==> config.mk <==
export PLATFORM = sky130hd
export DESIGN_NAME = instr_fetch_flat
export DESIGN_NICKNAME = d
export VERILOG_FILES = /design/src/rtl/cpu_pkg.sv /design/src/rtl/instr_fetch_if.sv /design/src/rtl/pc_next_calc.sv /design/src/rtl/instr_fetch.sv /design/src/flat_wrapper.sv
export SDC_FILE = /design/constraint.sdc
export NUM_CORES = 1
export LEC_CHECK = 0
export CORE_MARGIN = 10
export CORE_UTILIZATION = 48
export CTS_CLUSTER_DIAMETER = 120
export DETAILED_ROUTE_END_ITERATION = 10
export HOLD_SLACK_MARGIN = 0.15
export PLACE_DENSITY = 0.78
export SETUP_SLACK_MARGIN = 0.3
export SLEW_MARGIN = 20
export SYNTH_ARGS = -nofsm -noshare
export SYNTH_HDL_FRONTEND = slang
export SYNTH_SLANG_ARGS = --single-unit
==> constraint.sdc <==
create_clock -name clk -period 3.5 [get_ports clk]
set_clock_uncertainty 0.2 [all_clocks]
set_input_delay 0.35 -clock clk [delete_from_list [all_inputs] [get_ports clk]]
set_output_delay 0.35 -clock clk [all_outputs]
set_load 0.1 [all_outputs]
### Met2 routing

Scale: 2 px per um.
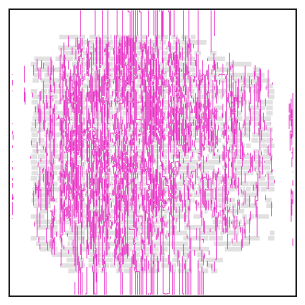
wire length on this layer	12300 um
share of all routed wire	48%
nets with wire on the layer	967
DRT Wirelength: 25640 um
met2 Track Usage GR: 37.33%

### Pin placement

Scale: 3 px per um. Pins as bars across the die edge, other pins in gray.
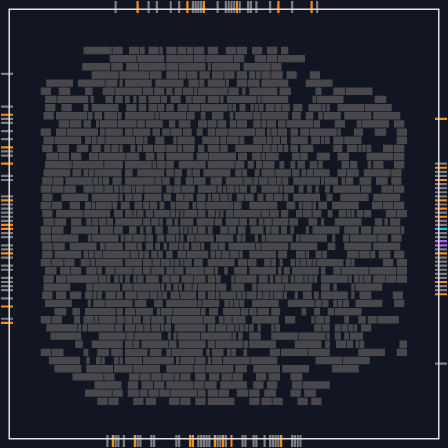
color	port	pins	direction	edge
cyan	fetch_err	1	output	east
orange	bus_imem_addr	32	output	9 east, 9 west, 8 south, 6 north
purple	dbg_state	2	output	east
all pins by edge	39 south, 38 west, 35 east, 27 north
die span in y: 142.7 um
Die X: 142.7 um
Port Buffer Count: 138

### Metal layers overlaid

Scale: 2 px per um. Only two layers are drawn.
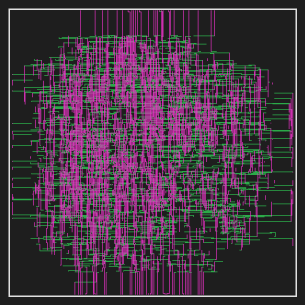
color	layer	wire length
magenta	metal 2	12300 um
green	metal 1	10400 um
GR Util All Layers: 22.75%
via count: 7151

==> results.txt <==
status = complete, no violations
Largest type area fraction = 40.17%
number of H-tree levels = 4
vias in the first global route = 7069
crit end category = register
fmax = 0.2892 GHz
Flop area = 2974 um^2
Root Driver = clkbuf_16
routability cong. = 0.8999
synthesized cell area = 7226 um^2
Post-synth EDFFs = 0
Setup CP Type = register to register
Final Worst Setup Slack = 0.04241 ns
antenna fix cells = 0
register share after synthesis = 40.17%
Max-Cap Viols = 0
Final min period = 3.458 ns
logic area = 5049 um^2
-- Yosys cell counts, types with 18 or more instances --
cell type  number
o21ai_0        55
dfrtp_1       116
nand3_1        31
nor2_1         57
mux2_2         61
nand4_1        18
ha_1           38
nand2_1        78
xor2_1         19
a21oi_1        50
clkbuf_1       24
xnor2_1        37
-- critical path, cell delays in order (launching register included) --
cell,delay [ns]
dfrtp_4,0.41
nand4_1,0.18
buf_4,0.20
nor4_4,0.16
buf_6,0.19
nand4_1,0.17
xnor2_2,0.19
buf_6,0.13
ha_4,0.26
a21oi_4,0.16
o21ai_2,0.08
nand4b_1,0.29
a31oi_2,0.21
xor2_1,0.18
nand2_1,0.08
a22o_1,0.22
-- per-layer routing --
| metal | track usage, % | part of all wire (%) |
|---|---|---|
| met5 | 0 | 0 |
| met4 | 8.958 | 4.6 |
| met3 | 6.567 | 6.8 |
| met2 | 37.33 | 48 |
| met1 | 27.67 | 41 |
-- logic make-up after synthesis --
| kind of cell | count (synthesis) | synth area share, % |
|---|---|---|
| flip-flops | 116 | 40.17 |
| buffers and inverters | 48 | 2.580 |
| AND-OR/OR-AND | 171 | 14.55 |
| AND/OR/NAND/NOR | 252 | 17.52 |
| adder cells (fa/ha/maj) | 39 | 6.857 |
| other | 1 | 0.05190 |
| multiplexers | 72 | 11.03 |
| XOR/XNOR | 58 | 7.238 |
-- what timing repair did --
item                                   4_1_cts  5_1_grt
gates resized                               72      102
pin swaps                                   52       55
endpoints found under the hold margin       43        0
buffers inserted                            22       30
hold buffers                                 1        0
setup endpoints to repair                   18       21
-- cell type report --
class	instances	area share, %
Tap cell	184	2.075
Sequential cell	116	26.80
Timing Repair Buffer	244	20.17
Clock inverter	14	0.9472
Multi-Input combinational cell	593	45.50
Inverter	16	0.5413
Clock buffer	18	3.958
-- cell usage in the layout (no fill, tap or decap), types with 11 or more instances in the layout --
master / n
dfrtp_4: 17
a21oi_1: 33
ha_1: 14
nor2_1: 50
o21ai_0: 34
mux2i_1: 11
clkbuf_16: 17
clkdlybuf4s50_1: 133
o21ai_1: 15
and3_1: 13
mux2_2: 60
nand3_1: 24
ha_4: 20
nand2_1: 70
xnor2_1: 22
xnor2_2: 12
xor2_1: 15
dfrtp_1: 93
buf_4: 94
inv_1: 15
nand4_1: 18
buf_6: 13
-- through the flow --
step / area [um^2] / instances / utilization, %
floorplan: 7331 / 757 / -
global placement: 9228 / 1100 / 63.01
detailed placement: 9228 / 1100 / 63.01
CTS: 10320 / 1155 / 70.45
global route: 11100 / 1185 / 75.77
finish: 11100 / 1185 / 75.77
